--- src/rtl/seg7_pkg.sv ---
`timescale 1ns/1ps
// Shared types and constants for the 8-digit seven-segment display controller.
// Latency: n/a (package: FSM state enum, glyph constants, glyph lookup helper).
// Backpressure: n/a.
package seg7_pkg;

    typedef enum logic [1:0] {
        ST_IDLE  = 2'd0,
        ST_SHIFT = 2'd1,
        ST_DONE  = 2'd2
    } state_t;

    localparam int BIN_W      = 32;
    localparam int BCD_DIGITS = 10;
    localparam int BCD_W      = 4 * BCD_DIGITS;

    // Active-low glyphs, bit order {g,f,e,d,c,b,a}.
    localparam logic [6:0] GLYPH_0     = 7'b1000000;
    localparam logic [6:0] GLYPH_1     = 7'b1111001;
    localparam logic [6:0] GLYPH_2     = 7'b0100100;
    localparam logic [6:0] GLYPH_3     = 7'b0110000;
    localparam logic [6:0] GLYPH_4     = 7'b0011001;
    localparam logic [6:0] GLYPH_5     = 7'b0010010;
    localparam logic [6:0] GLYPH_6     = 7'b0000010;
    localparam logic [6:0] GLYPH_7     = 7'b1111000;
    localparam logic [6:0] GLYPH_8     = 7'b0000000;
    localparam logic [6:0] GLYPH_9     = 7'b0010000;
    localparam logic [6:0] GLYPH_A     = 7'b0001000;
    localparam logic [6:0] GLYPH_B     = 7'b0000011;
    localparam logic [6:0] GLYPH_C     = 7'b1000110;
    localparam logic [6:0] GLYPH_D     = 7'b0100001;
    localparam logic [6:0] GLYPH_E     = 7'b0000110;
    localparam logic [6:0] GLYPH_F     = 7'b0001110;
    localparam logic [6:0] GLYPH_DASH  = 7'b0111111;
    localparam logic [6:0] GLYPH_BLANK = 7'b1111111;

    function automatic logic [6:0] glyph_of(input logic [3:0] dig);
        logic [6:0] g;
        case (dig)
            4'h0:    g = GLYPH_0;
            4'h1:    g = GLYPH_1;
            4'h2:    g = GLYPH_2;
            4'h3:    g = GLYPH_3;
            4'h4:    g = GLYPH_4;
            4'h5:    g = GLYPH_5;
            4'h6:    g = GLYPH_6;
            4'h7:    g = GLYPH_7;
            4'h8:    g = GLYPH_8;
            4'h9:    g = GLYPH_9;
            4'hA:    g = GLYPH_A;
            4'hB:    g = GLYPH_B;
            4'hC:    g = GLYPH_C;
            4'hD:    g = GLYPH_D;
            4'hE:    g = GLYPH_E;
            default: g = GLYPH_F;
        endcase
        return g;
    endfunction

endpackage

--- src/rtl/bin2bcd_seq.sv ---
`timescale 1ns/1ps
// Sequential double-dabble: 32-bit binary to 10-digit BCD, one bit per cycle.
// Latency: start_i edge loads, then 32 shift cycles; done_o high in the 32nd, bcd_o valid after it.
// Backpressure: none; a new start_i restarts the conversion unconditionally.
// Ports: io_clk/resetn clock and async active-low reset; start_i load pulse; bin_i operand;
//        done_o final-step strobe; bcd_o packed BCD result (digit i at [4i+3:4i]).
module bin2bcd_seq
    import seg7_pkg::*;
(
    input  logic             io_clk,
    input  logic             resetn,
    input  logic             start_i,
    input  logic [BIN_W-1:0] bin_i,
    output logic             done_o,
    output logic [BCD_W-1:0] bcd_o
);

    logic [BIN_W-1:0] bin_q, bin_d;
    logic [BCD_W-1:0] bcd_q, bcd_d, bcd_adj;
    logic [4:0]       cnt_q;
    logic             run_q;

    // Add-3 correction on every digit >= 5, then shift {bcd, bin} left by one.
    always_comb begin
        bcd_adj = bcd_q;
        for (int i = 0; i < BCD_DIGITS; i++) begin
            if (bcd_q[4*i +: 4] >= 4'd5) begin
                bcd_adj[4*i +: 4] = bcd_q[4*i +: 4] + 4'd3;
            end
        end
        bcd_d = {bcd_adj[BCD_W-2:0], bin_q[BIN_W-1]};
        bin_d = {bin_q[BIN_W-2:0], 1'b0};
    end

    always_ff @(posedge io_clk or negedge resetn) begin
        if (!resetn) begin
            bin_q <= '0;
            bcd_q <= '0;
            cnt_q <= '0;
            run_q <= 1'b0;
        end else if (start_i) begin
            bin_q <= bin_i;
            bcd_q <= '0;
            cnt_q <= '0;
            run_q <= 1'b1;
        end else if (run_q) begin
            bin_q <= bin_d;
            bcd_q <= bcd_d;
            cnt_q <= cnt_q + 5'd1;
            if (cnt_q == 5'd31) begin
                run_q <= 1'b0;
            end
        end
    end

    // Combinational so the caller can leave its shift state on the same edge
    // that commits the final step.
    assign done_o = run_q && (cnt_q == 5'd31);
    assign bcd_o  = bcd_q;

endmodule

--- src/rtl/seg7_display_ctrl.sv ---
`timescale 1ns/1ps
// 8-digit multiplexed seven-segment controller with hex or decimal (double-dabble) display.
// Latency: disp updates 2 edges (hex) / 34 edges (decimal) after the edge sampling a changed input.
// Backpressure: inputs changing while a conversion is in flight are picked up in the next IDLE cycle.
// Ports: io_clk/resetn clock and async active-low reset; value/mode/blank_lz display controls;
//        seg_n active-low segments (bit0=a); an_n active-low digit enables (bit0=rightmost);
//        busy high while decimal conversion shifts.
module seg7_display_ctrl
    import seg7_pkg::*;
#(
    parameter int SCAN_DIV = 50000
) (
    input  logic        io_clk,
    input  logic        resetn,
    input  logic [31:0] value,
    input  logic        mode,
    input  logic        blank_lz,
    output logic [6:0]  seg_n,
    output logic [7:0]  an_n,
    output logic        busy
);

    localparam int PW = (SCAN_DIV > 1) ? $clog2(SCAN_DIV) : 1;

    state_t           state_q, state_d;
    logic [31:0]      snap_value_q;
    logic             snap_mode_q;
    logic [31:0]      disp_q, disp_d;
    logic             ovf_q, ovf_d;
    logic [PW-1:0]    presc_q, presc_d;
    logic [2:0]       idx_q, idx_d;
    logic [6:0]       seg_n_q, seg_n_d;
    logic [7:0]       an_n_q, an_n_d;

    logic             in_diff;
    logic             capture;
    logic             bcd_start;
    logic             bcd_done;
    logic [BCD_W-1:0] bcd;
    logic             load_disp;

    assign in_diff   = (value != snap_value_q) || (mode != snap_mode_q);
    assign capture   = (state_q == ST_IDLE) && in_diff;
    // The converter loads the live input on the capture edge, the same value
    // that lands in the snapshot.
    assign bcd_start = capture && mode;

    bin2bcd_seq u_bin2bcd (
        .io_clk  (io_clk),
        .resetn  (resetn),
        .start_i (bcd_start),
        .bin_i   (value),
        .done_o  (bcd_done),
        .bcd_o   (bcd)
    );

    // ---------------- FSM: state register ----------------
    always_ff @(posedge io_clk or negedge resetn) begin
        if (!resetn) begin
            state_q <= ST_IDLE;
        end else begin
            state_q <= state_d;
        end
    end

    // ---------------- FSM: next state ----------------
    always_comb begin
        state_d = state_q;
        case (state_q)
            ST_IDLE:  if (in_diff) state_d = mode ? ST_SHIFT : ST_DONE;
            ST_SHIFT: if (bcd_done) state_d = ST_DONE;
            ST_DONE:  state_d = ST_IDLE;
            default:  state_d = ST_IDLE;
        endcase
    end

    // ---------------- FSM: outputs ----------------
    always_comb begin
        busy      = (state_q == ST_SHIFT);
        load_disp = (state_q == ST_DONE);
    end

    // Display register and overflow: written only in DONE, so a partial BCD
    // result is never visible on the digits.
    always_comb begin
        disp_d = disp_q;
        ovf_d  = ovf_q;
        if (load_disp) begin
            disp_d = snap_mode_q ? bcd[31:0] : snap_value_q;
            ovf_d  = snap_mode_q && (bcd[BCD_W-1:32] != '0);
        end
    end

    always_ff @(posedge io_clk or negedge resetn) begin
        if (!resetn) begin
            snap_value_q <= '0;
            snap_mode_q  <= 1'b0;
            disp_q       <= '0;
            ovf_q        <= 1'b0;
        end else begin
            if (capture) begin
                snap_value_q <= value;
                snap_mode_q  <= mode;
            end
            disp_q <= disp_d;
            ovf_q  <= ovf_d;
        end
    end

    // ---------------- Scan prescaler and digit index ----------------
    always_comb begin
        presc_d = presc_q + PW'(1);
        idx_d   = idx_q;
        if (presc_q == PW'(SCAN_DIV - 1)) begin
            presc_d = '0;
            idx_d   = idx_q + 3'd1;
        end
    end

    // ---------------- Glyph selection ----------------
    logic [3:0] cur_dig;
    logic       upper_zero;

    assign cur_dig = disp_q[{idx_q, 2'b00} +: 4];

    // True when the current digit and every digit above it are zero.
    always_comb begin
        upper_zero = 1'b1;
        for (int j = 0; j < 8; j++) begin
            if ((j >= int'(idx_q)) && (disp_q[4*j +: 4] != 4'd0)) begin
                upper_zero = 1'b0;
            end
        end
    end

    always_comb begin
        an_n_d = ~(8'd1 << idx_q);
        if (ovf_q) begin
            seg_n_d = GLYPH_DASH;
        end else if (blank_lz && (idx_q != 3'd0) && upper_zero) begin
            seg_n_d = GLYPH_BLANK;
        end else begin
            seg_n_d = glyph_of(cur_dig);
        end
    end

    always_ff @(posedge io_clk or negedge resetn) begin
        if (!resetn) begin
            presc_q <= '0;
            idx_q   <= '0;
            an_n_q  <= 8'b11111110;
            seg_n_q <= GLYPH_0;
        end else begin
            presc_q <= presc_d;
            idx_q   <= idx_d;
            an_n_q  <= an_n_d;
            seg_n_q <= seg_n_d;
        end
    end

    assign seg_n = seg_n_q;
    assign an_n  = an_n_q;

endmodule

--- config.mk ---
export PLATFORM = sky130hd
export DESIGN_NAME = seg7_display_ctrl
export DESIGN_NICKNAME = d
export VERILOG_FILES = /design/src/rtl/seg7_pkg.sv /design/src/rtl/bin2bcd_seq.sv /design/src/rtl/seg7_display_ctrl.sv
export SDC_FILE = /design/constraint.sdc
export NUM_CORES = 1
export LEC_CHECK = 0
export CAP_MARGIN = 20
export CORE_ASPECT_RATIO = 0.7
export CORE_MARGIN = 2
export CORE_UTILIZATION = 55
export CTS_BUF_LIST = sky130_fd_sc_hd__clkbuf_8
export DETAILED_ROUTE_END_ITERATION = 10
export GPL_TIMING_DRIVEN = 0
export PLACE_DENSITY = 0.81
export SYNTH_ARGS = -nofsm -noshare
export SYNTH_HDL_FRONTEND = slang
export SYNTH_HIERARCHICAL = 1
export SYNTH_SLANG_ARGS = --single-unit
export TNS_END_PERCENT = 10
--- constraint.sdc ---
create_clock -name io_clk -period 4.3 [get_ports io_clk]
set_clock_uncertainty 0.05 [all_clocks]
set_input_delay 0.43 -clock io_clk [delete_from_list [all_inputs] [get_ports io_clk]]
set_output_delay 0.43 -clock io_clk [all_outputs]
set_load 0.02 [all_outputs]
==> ci_impl_report.md <==
### Metrics collected by this job

| Metric | Value |
|---|---|
| Die height | `115 µm` |
| Synth Cell Area | `0.00976 mm²` |
| Top-area cell share | `0.441` |
| Cell Type Count | `roughly 68` |
| Top Layout Cells | `172 x dfrtp_1, 95 x nand2_1, 85 x o21ai_0` |
| Final period util | `0.751` |
| Placer congestion estimate | `0.987` |
| Crit-path max FO | `10` |
| CP Class | `flip-flop to flip-flop` |
| Worst rel slew slack | `0.475` |
| CTS tree | `yes` |
| Hold depth | `1` |
| Clk pin slew, worst setup/hold paths | `0.10 ns` |
| Area growth, synth to finish | `12.5%` |
| R2R setup slack | `between 1 and 1.5 ns` |
| Total GRT Usage | `0.279` |
| Num CTS Buffers | `17` |
| Max VDD drop | `0.374 mV` |
| YS warnings | `6` |
| RSZ-0062 raised after global routing | `no` |
| Xor/xnor share | `0.0512` |
| Nets | `around 1100` |
| H-tree levels | `4` |
| Area fraction in compound gates | `0.121` |
| Switching share of power | `0.421` |
| CTS max path bufs | `2` |
| Die area | `0.0188 mm²` |
| Detail-routed via count per cell | `6.11` |
| CP Capture Point | `u_bin2bcd/bcd_o[10]` |
| Wire length of the first global-routing pass | `~40000 µm` |
| Pwr per Cell Area | `668 mW/mm²` |
| CTS Root Buffer Type | `clkbuf_8` |
| Die x size | `163 µm` |
| Tool Warnings | `45` |
| Start point of the critical path | `snap_value_q[20]` |
| Outcome | `completed` |
| Fraction of layout cells with a size suffix above 1 | `0.137` |
| Detailed Place HPWL | `18300 µm` |
| Reg2Reg Depth | `11` |
| CP Buf/Inv Count | `5` |
| Initial Util | `0.565` |
| Crit path time final | `3.23 ns` |
| Final Setup Violations | `0` |
| Worst r2r src | `snap_value_q[20]` |
| Post-CTS Setup Inserts | `0` |
| Largest net degree at the start of global routing | `99` |
| Max-Cap Viols | `0` |
[per-layer routing]
metal,part of all wire,up-vias
met5,0,-
met4,0.017,0
met3,0.097,40
met2,0.42,375
met1,0.46,3685
li1,-,3380
[per-stage QoR]
step / utilization / cells
floorplan: - / 909
global route: 0.636 / 1225
detailed placement: 0.613 / 1192
finish: 0.636 / 1225
global placement: 0.612 / 1191
CTS: 0.636 / 1225
[registers in the layout, indices dropped and copies added (netlist names)]
register and flops:
u_bin2bcd/bcd_o 40, snap_mode_q 1, disp_q 32, u_bin2bcd/bin_q 32
seg_n 7, state_q 2, idx_q 3, an_n 8
u_bin2bcd/run_q 1, ovf_q 1, u_bin2bcd/cnt_q 5, snap_value_q 32
presc_q 16
[layout make-up]
class	count	area, µm²	area share
flip-flops and latches	180	4510	0.411
clock inverters	15	140	0.0128
well taps	231	289	0.0263
multi-input cells	641	4780	0.436
inverters	38	143	0.0130
repair buffers	53	553	0.0504
clock buffers	17	234	0.0213
plain buffers	50	320	0.0292
[worst register-to-register path: cells and delay by family, from the launching register on]
family	cells	cell delay, ns
buffers and inverters	5	1.09
AOI/OAI and AO/OA	2	0.47
xor gates and xnor gates	1	0.35
DFF	1	0.45
and+or+nand+nor	3	0.74
[how the worst min path moves through the flow]
stage | startpoint | end
2_1_floorplan | resetn | an_n[0]
3_3_place_gp | ovf_q | seg_n[6]
3_5_place_dp | ovf_q | seg_n[6]
4_1_cts | ovf_q | seg_n[6]
5_1_grt | ovf_q | seg_n[6]
6_report | ovf_q | seg_n[6]
[power groups by stage]
stage               clock, W  sequential (W)  combinational [W]
floorplan                  0         0.00284            0.00223
global placement           0         0.00301            0.00295
detailed placement         0         0.00305            0.00307
CTS                  0.00115         0.00302            0.00308
global route         0.00122         0.00311            0.00343
finish               0.00113         0.00304            0.00316
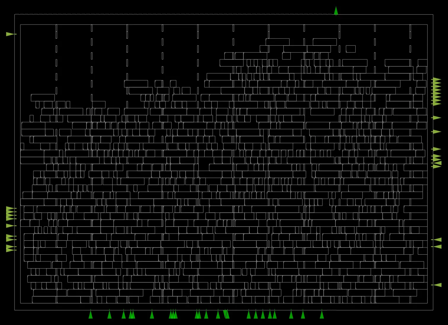
*Cell outlines without signal wires*
cell row count: 40
core area: 0.0173 mm²

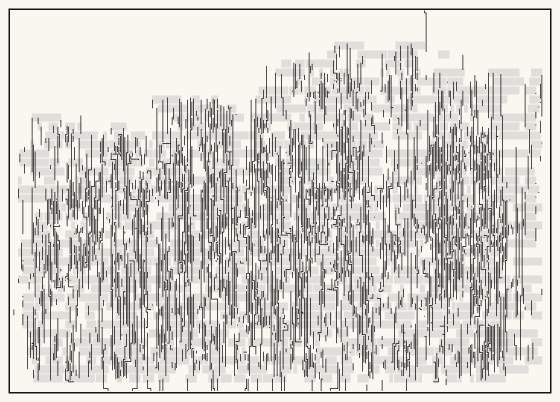
*M2 wires*
Cells faint in the background.
- nets with wire on the layer: 868
- share of all routed wire: 42%
Vias: 7480
routed wire length: 24900 µm
grt met2 use: 0.404

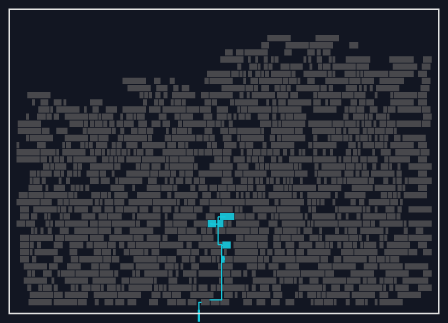
*I/O nets highlighted*
- cyan: mode (bits 1; direction input; end cells 5; buffers 1; wire 50.0 µm)
Port Buf Inserts: 51
# IOs: 52

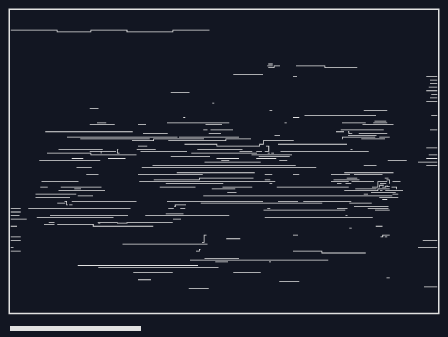
*M3 wires*
Bar = 50 µm.
- wire length on this layer: 2420 µm
- share of all routed wire: 9.7%
- nets with wire on the layer: 157
- main direction: horizontal

Power and IR drop assume default switching activity.
